<file path="src/rtl/rvc_expand_stage_if.sv">
// Stream bundle between the instruction realigner, the RVC expansion stage and decode.
// The master side drives the offer, flush and decode-ready; the slave side is the stage.
interface rvc_expand_stage_if;
   logic        flush;
   logic        in_valid;
   logic        in_ready;
   logic [31:0] in_pc;
   logic [31:0] in_inst;
   logic        out_valid;
   logic        out_ready;
   logic [31:0] out_pc;
   logic [31:0] out_inst;
   logic        out_is_compressed;
   logic        out_illegal;

   modport master (
      output flush, in_valid, in_pc, in_inst, out_ready,
      input  in_ready, out_valid, out_pc, out_inst, out_is_compressed, out_illegal
   );

   modport slave (
      input  flush, in_valid, in_pc, in_inst, out_ready,
      output in_ready, out_valid, out_pc, out_inst, out_is_compressed, out_illegal
   );
endinterface

</file>
<file path="src/rtl/rvc_expand_stage.sv">
// RV32C expansion stage: expands 16-bit encodings to 32 bits and buffers them in a 2-entry FIFO.
// Define RVC_FP_EN to expand the C.FLW/FSW/FLD/FSD family; otherwise they are flagged illegal.
module rvc_expand_stage (
   input  logic               clk,
   input  logic               reset,
   rvc_expand_stage_if.slave  bus
);
`ifdef RVC_FP_EN
   localparam bit FP_EN = 1'b1;
`else
   localparam bit FP_EN = 1'b0;
`endif

   localparam logic [6:0] OPC_LOAD     = 7'b0000011;
   localparam logic [6:0] OPC_LOAD_FP  = 7'b0000111;
   localparam logic [6:0] OPC_OP_IMM   = 7'b0010011;
   localparam logic [6:0] OPC_STORE    = 7'b0100011;
   localparam logic [6:0] OPC_STORE_FP = 7'b0100111;
   localparam logic [6:0] OPC_OP       = 7'b0110011;
   localparam logic [6:0] OPC_LUI      = 7'b0110111;
   localparam logic [6:0] OPC_BRANCH   = 7'b1100011;
   localparam logic [6:0] OPC_JALR     = 7'b1100111;
   localparam logic [6:0] OPC_JAL      = 7'b1101111;

   function automatic logic [31:0] enc_i(input logic [11:0] imm, input logic [4:0] rs1,
                                         input logic [2:0] f3, input logic [4:0] rd,
                                         input logic [6:0] op);
      return {imm, rs1, f3, rd, op};
   endfunction

   function automatic logic [31:0] enc_r(input logic [6:0] f7, input logic [4:0] rs2,
                                         input logic [4:0] rs1, input logic [2:0] f3,
                                         input logic [4:0] rd, input logic [6:0] op);
      return {f7, rs2, rs1, f3, rd, op};
   endfunction

   function automatic logic [31:0] enc_s(input logic [11:0] imm, input logic [4:0] rs2,
                                         input logic [4:0] rs1, input logic [2:0] f3,
                                         input logic [6:0] op);
      return {imm[11:5], rs2, rs1, f3, imm[4:0], op};
   endfunction

   // Branch and jump immediates are passed without their always-zero bit 0.
   function automatic logic [31:0] enc_b(input logic [12:1] imm, input logic [4:0] rs1,
                                         input logic [2:0] f3);
      return {imm[12], imm[10:5], 5'd0, rs1, f3, imm[4:1], imm[11], OPC_BRANCH};
   endfunction

   function automatic logic [31:0] enc_j(input logic [20:1] imm, input logic [4:0] rd);
      return {imm[20], imm[10:1], imm[11], imm[19:12], rd, OPC_JAL};
   endfunction

   logic [15:0] c;
   logic [4:0]  rd;
   logic [4:0]  rs2;
   logic [4:0]  rs1p;
   logic [4:0]  rs2p;
   logic [11:0] imm6;
   logic [2:0]  alu_f3;
   logic [6:0]  alu_f7;
   logic [31:0] x_inst;
   logic        x_ill;
   logic        is_comp;
   logic        is_ill;
   logic [31:0] wr_inst;

   always_comb begin
      c      = bus.in_inst[15:0];
      rd     = c[11:7];
      rs2    = c[6:2];
      rs1p   = {2'b01, c[9:7]};
      rs2p   = {2'b01, c[4:2]};
      imm6   = {{7{c[12]}}, c[6:2]};
      alu_f7 = (c[6:5] == 2'b00) ? 7'b0100000 : 7'b0000000;
      case (c[6:5])
         2'b00:   alu_f3 = 3'b000;
         2'b01:   alu_f3 = 3'b100;
         2'b10:   alu_f3 = 3'b110;
         default: alu_f3 = 3'b111;
      endcase
      x_inst = 32'h0;
      x_ill  = 1'b0;
      case (c[1:0])
         2'b00: case (c[15:13])
            3'b000: begin
               x_inst = enc_i({2'b00, c[10:7], c[12:11], c[5], c[6], 2'b00}, 5'd2, 3'b000, rs2p, OPC_OP_IMM);
               x_ill  = (c[12:5] == 8'h00);
            end
            3'b001: begin
               x_inst = enc_i({4'b0, c[6:5], c[12:10], 3'b000}, rs1p, 3'b011, rs2p, OPC_LOAD_FP);
               x_ill  = !FP_EN;
            end
            3'b010: x_inst = enc_i({5'b0, c[5], c[12:10], c[6], 2'b00}, rs1p, 3'b010, rs2p, OPC_LOAD);
            3'b011: begin
               x_inst = enc_i({5'b0, c[5], c[12:10], c[6], 2'b00}, rs1p, 3'b010, rs2p, OPC_LOAD_FP);
               x_ill  = !FP_EN;
            end
            3'b101: begin
               x_inst = enc_s({4'b0, c[6:5], c[12:10], 3'b000}, rs2p, rs1p, 3'b011, OPC_STORE_FP);
               x_ill  = !FP_EN;
            end
            3'b110: x_inst = enc_s({5'b0, c[5], c[12:10], c[6], 2'b00}, rs2p, rs1p, 3'b010, OPC_STORE);
            3'b111: begin
               x_inst = enc_s({5'b0, c[5], c[12:10], c[6], 2'b00}, rs2p, rs1p, 3'b010, OPC_STORE_FP);
               x_ill  = !FP_EN;
            end
            default: x_ill = 1'b1;
         endcase
         2'b01: case (c[15:13])
            3'b000: x_inst = enc_i(imm6, rd, 3'b000, rd, OPC_OP_IMM);
            3'b001: x_inst = enc_j({{9{c[12]}}, c[12], c[8], c[10:9], c[6], c[7], c[2], c[11], c[5:3]}, 5'd1);
            3'b010: x_inst = enc_i(imm6, 5'd0, 3'b000, rd, OPC_OP_IMM);
            3'b011: begin
               // rd=x2 selects C.ADDI16SP; a zero immediate is reserved for both forms
               if (rd == 5'd2)
                  x_inst = enc_i({{3{c[12]}}, c[4:3], c[5], c[2], c[6], 4'b0000}, 5'd2, 3'b000, 5'd2, OPC_OP_IMM);
               else
                  x_inst = {{15{c[12]}}, c[6:2], rd, OPC_LUI};
               x_ill = ({c[12], c[6:2]} == 6'd0);
            end
            3'b100: case (c[11:10])
               2'b00: begin
                  x_inst = enc_r(7'b0000000, c[6:2], rs1p, 3'b101, rs1p, OPC_OP_IMM);
                  x_ill  = c[12];
               end
               2'b01: begin
                  x_inst = enc_r(7'b0100000, c[6:2], rs1p, 3'b101, rs1p, OPC_OP_IMM);
                  x_ill  = c[12];
               end
               2'b10: x_inst = enc_i(imm6, rs1p, 3'b111, rs1p, OPC_OP_IMM);
               default: begin
                  x_inst = enc_r(alu_f7, rs2p, rs1p, alu_f3, rs1p, OPC_OP);
                  x_ill  = c[12];
               end
            endcase
            3'b101: x_inst = enc_j({{9{c[12]}}, c[12], c[8], c[10:9], c[6], c[7], c[2], c[11], c[5:3]}, 5'd0);
            3'b110: x_inst = enc_b({{4{c[12]}}, c[12], c[6:5], c[2], c[11:10], c[4:3]}, rs1p, 3'b000);
            default: x_inst = enc_b({{4{c[12]}}, c[12], c[6:5], c[2], c[11:10], c[4:3]}, rs1p, 3'b001);
         endcase
         2'b10: case (c[15:13])
            3'b000: begin
               x_inst = enc_r(7'b0000000, c[6:2], rd, 3'b001, rd, OPC_OP_IMM);
               x_ill  = c[12];
            end
            3'b001: begin
               x_inst = enc_i({3'b0, c[4:2], c[12], c[6:5], 3'b000}, 5'd2, 3'b011, rd, OPC_LOAD_FP);
               x_ill  = !FP_EN;
            end
            3'b010: begin
               x_inst = enc_i({4'b0, c[3:2], c[12], c[6:4], 2'b00}, 5'd2, 3'b010, rd, OPC_LOAD);
               x_ill  = (rd == 5'd0);
            end
            3'b011: begin
               x_inst = enc_i({4'b0, c[3:2], c[12], c[6:4], 2'b00}, 5'd2, 3'b010, rd, OPC_LOAD_FP);
               x_ill  = !FP_EN;
            end
            3'b100: begin
               if (!c[12]) begin
                  if (rs2 == 5'd0) begin
                     x_inst = enc_i(12'h000, rd, 3'b000, 5'd0, OPC_JALR);
                     x_ill  = (rd == 5'd0);
                  end else begin
                     x_inst = enc_r(7'b0000000, rs2, 5'd0, 3'b000, rd, OPC_OP);
                  end
               end else if (rs2 == 5'd0) begin
                  x_inst = (rd == 5'd0) ? 32'h00100073 : enc_i(12'h000, rd, 3'b000, 5'd1, OPC_JALR);
               end else begin
                  x_inst = enc_r(7'b0000000, rs2, rd, 3'b000, rd, OPC_OP);
               end
            end
            3'b101: begin
               x_inst = enc_s({3'b0, c[9:7], c[12:10], 3'b000}, rs2, 5'd2, 3'b011, OPC_STORE_FP);
               x_ill  = !FP_EN;
            end
            3'b110: x_inst = enc_s({4'b0, c[8:7], c[12:9], 2'b00}, rs2, 5'd2, 3'b010, OPC_STORE);
            default: begin
               x_inst = enc_s({4'b0, c[8:7], c[12:9], 2'b00}, rs2, 5'd2, 3'b010, OPC_STORE_FP);
               x_ill  = !FP_EN;
            end
         endcase
         default: x_inst = bus.in_inst;
      endcase
      is_comp = (c[1:0] != 2'b11);
      is_ill  = is_comp && x_ill;
      wr_inst = is_ill ? {16'h0000, c} : x_inst;
   end

   // FIFO entry layout: {pc[65:34], inst[33:2], is_compressed[1], illegal[0]}
   logic [1:0]  count_reg;
   logic        wr_ptr_reg;
   logic        rd_ptr_reg;
   logic        push;
   logic        pop;
   logic [65:0] wr_entry;
   logic [65:0] head;

   assign bus.in_ready  = (count_reg != 2'd2);
   assign bus.out_valid = (count_reg != 2'd0);
   assign push          = bus.in_valid && bus.in_ready;
   assign pop           = bus.out_valid && bus.out_ready;
   assign wr_entry      = {bus.in_pc, wr_inst, is_comp, is_ill};

   always_ff @(posedge clk) begin
      if (reset || bus.flush) begin
         count_reg  <= 2'd0;
         wr_ptr_reg <= 1'b0;
         rd_ptr_reg <= 1'b0;
      end else begin
         if (push)
            wr_ptr_reg <= !wr_ptr_reg;
         if (pop)
            rd_ptr_reg <= !rd_ptr_reg;
         count_reg <= count_reg + {1'b0, push} - {1'b0, pop};
      end
   end

   for (genvar gi = 0; gi < 2; gi++) begin : g_entry
      logic [65:0] entry_reg;
      always_ff @(posedge clk) begin
         if (reset)
            entry_reg <= '0;
         else if (push && !bus.flush && (wr_ptr_reg == 1'(gi)))
            entry_reg <= wr_entry;
      end
   end

   assign head                  = rd_ptr_reg ? g_entry[1].entry_reg : g_entry[0].entry_reg;
   assign bus.out_pc            = head[65:34];
   assign bus.out_inst          = head[33:2];
   assign bus.out_is_compressed = head[1];
   assign bus.out_illegal       = head[0];
endmodule

</file>
<file path="src/flat_wrapper.sv">
// flat-port wrapper written by rule: the top's interface ports become plain ports
module rvc_expand_stage_flat 
  (clk, reset, bus_flush, bus_in_valid, bus_in_pc, bus_in_inst, bus_out_ready, bus_in_ready, bus_out_valid, bus_out_pc, bus_out_inst, bus_out_is_compressed, bus_out_illegal);
  rvc_expand_stage_if bus_i ();
  input  logic clk;
  input  logic reset;
  input wire logic [$bits(bus_i.flush)-1:0] bus_flush;
  input wire logic [$bits(bus_i.in_valid)-1:0] bus_in_valid;
  input wire logic [$bits(bus_i.in_pc)-1:0] bus_in_pc;
  input wire logic [$bits(bus_i.in_inst)-1:0] bus_in_inst;
  input wire logic [$bits(bus_i.out_ready)-1:0] bus_out_ready;
  output wire logic [$bits(bus_i.in_ready)-1:0] bus_in_ready;
  output wire logic [$bits(bus_i.out_valid)-1:0] bus_out_valid;
  output wire logic [$bits(bus_i.out_pc)-1:0] bus_out_pc;
  output wire logic [$bits(bus_i.out_inst)-1:0] bus_out_inst;
  output wire logic [$bits(bus_i.out_is_compressed)-1:0] bus_out_is_compressed;
  output wire logic [$bits(bus_i.out_illegal)-1:0] bus_out_illegal;
  assign bus_i.flush = bus_flush;
  assign bus_i.in_valid = bus_in_valid;
  assign bus_i.in_pc = bus_in_pc;
  assign bus_i.in_inst = bus_in_inst;
  assign bus_i.out_ready = bus_out_ready;
  assign bus_in_ready = bus_i.in_ready;
  assign bus_out_valid = bus_i.out_valid;
  assign bus_out_pc = bus_i.out_pc;
  assign bus_out_inst = bus_i.out_inst;
  assign bus_out_is_compressed = bus_i.out_is_compressed;
  assign bus_out_illegal = bus_i.out_illegal;
  rvc_expand_stage u_core (.clk(clk), .reset(reset), .bus(bus_i));
endmodule
</file>
<file path="config.mk">
export PLATFORM = sky130hd
export DESIGN_NAME = rvc_expand_stage_flat
export DESIGN_NICKNAME = d
export VERILOG_FILES = /design/src/rtl/rvc_expand_stage_if.sv /design/src/rtl/rvc_expand_stage.sv /design/src/flat_wrapper.sv
export SDC_FILE = /design/constraint.sdc
export NUM_CORES = 1
export LEC_CHECK = 0
export CORE_MARGIN = 2
export CORE_UTILIZATION = 50
export CTS_BUF_LIST = sky130_fd_sc_hd__clkbuf_8
export DETAILED_ROUTE_END_ITERATION = 6
export PLACE_DENSITY = 0.76
export SLEW_MARGIN = 20
export SYNTH_ARGS = -nofsm -noshare
export SYNTH_HDL_FRONTEND = slang
export SYNTH_SLANG_ARGS = --single-unit
</file>
<file path="constraint.sdc">
create_clock -name clk -period 2.9 [get_ports clk]
set_clock_uncertainty 0.05 [all_clocks]
set_input_delay 0.58 -clock clk [delete_from_list [all_inputs] [get_ports clk]]
set_output_delay 0.58 -clock clk [all_outputs]
set_load 0.1 [all_outputs]
</file>
**Wiring heat map**

Bar = 50 um. 26 x 26 tiles, from black (low) to pale yellow (high), scaled to the fullest tile. Values are wire area over tile area, all layers added.
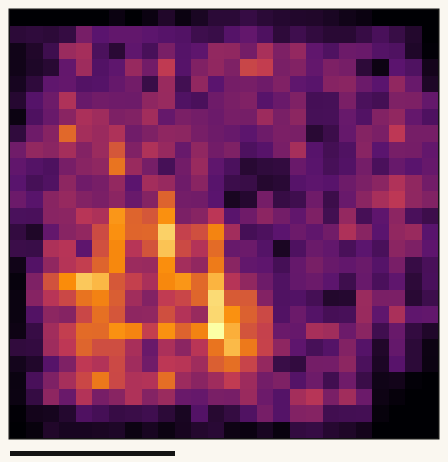
mean over tiles: 0.28
nearly empty tiles: 4.1%
tiles over half the peak: 13%
fullest tile: 0.90
total number of vias: 8587
WL/cell: 19.4 um

**Where the registers sit**

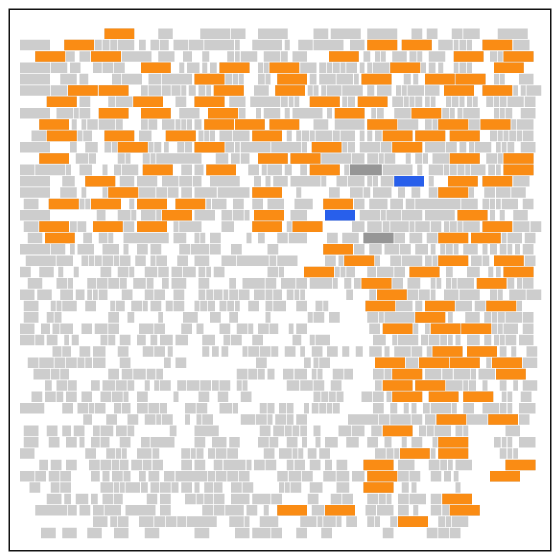
[orange] `u_core.g_entry.entry_reg` | sequential cells: 132 | where: spread over the die
[blue] `u_core.count_reg` | sequential cells: 2
not coloured: 2
register area: 2720 um2
P_seq: 1.97 mW
sequential share of cell area: 0.248

==> run notes <==
flow finished, numbers: status=finished clean, Final Wtd Congestion=approximately 1.0, Final Cell Area=approximately 11000 um2, top power group=registers, # IOs=between 100 and 150, chip area in the Yosys report=about 7900 um2, RSZ-0062 raised after global routing=no, clock power share=0.321, Detailed Routing Iterations Pass 1=7, DP Area=around 11000 um2, CTS buffer count=17, NonClk Buf Share=0.259, GRT Max-Usage Layer=met2, initial antenna violation count=0, setup total negative slack=0 ns, startpoint type of the worst setup path=primary input, Power Clock=about 1.7 mW, Post-DRT Antenna Nets=0, Power Total=5.16 mW, yosys aoi share=0.267, Comb. pwr=~1.5 mW, share of layout cells above drive strength 1=0.293, total core area=approximately 15000 um2, Combinational Area=~4600 um2, htree depth=4, drt initial violations=between 800 and 900, WS Path Type=primary input to flip-flop, Logic pwr share=0.297, Distinct lib cells used=81, CP peak stage delay=slightly above 0.5 ns, largest net degree at the start of global routing=about 80, Worst setup EP type=flip-flop, main logic family after synthesis=AND-OR/OR-AND gates, Net Sw Frac=0.348, M3 GR Usage=0.0797, Clock-cell share=0.0383, # rows=between 40 and 50, routed wire length=27.9 mm, Worst EP required=3.19 ns, fp util=0.514, synthesis-stage register bit count=about 140
Power figures rest on the tool's default switching activity, not on a simulated workload.
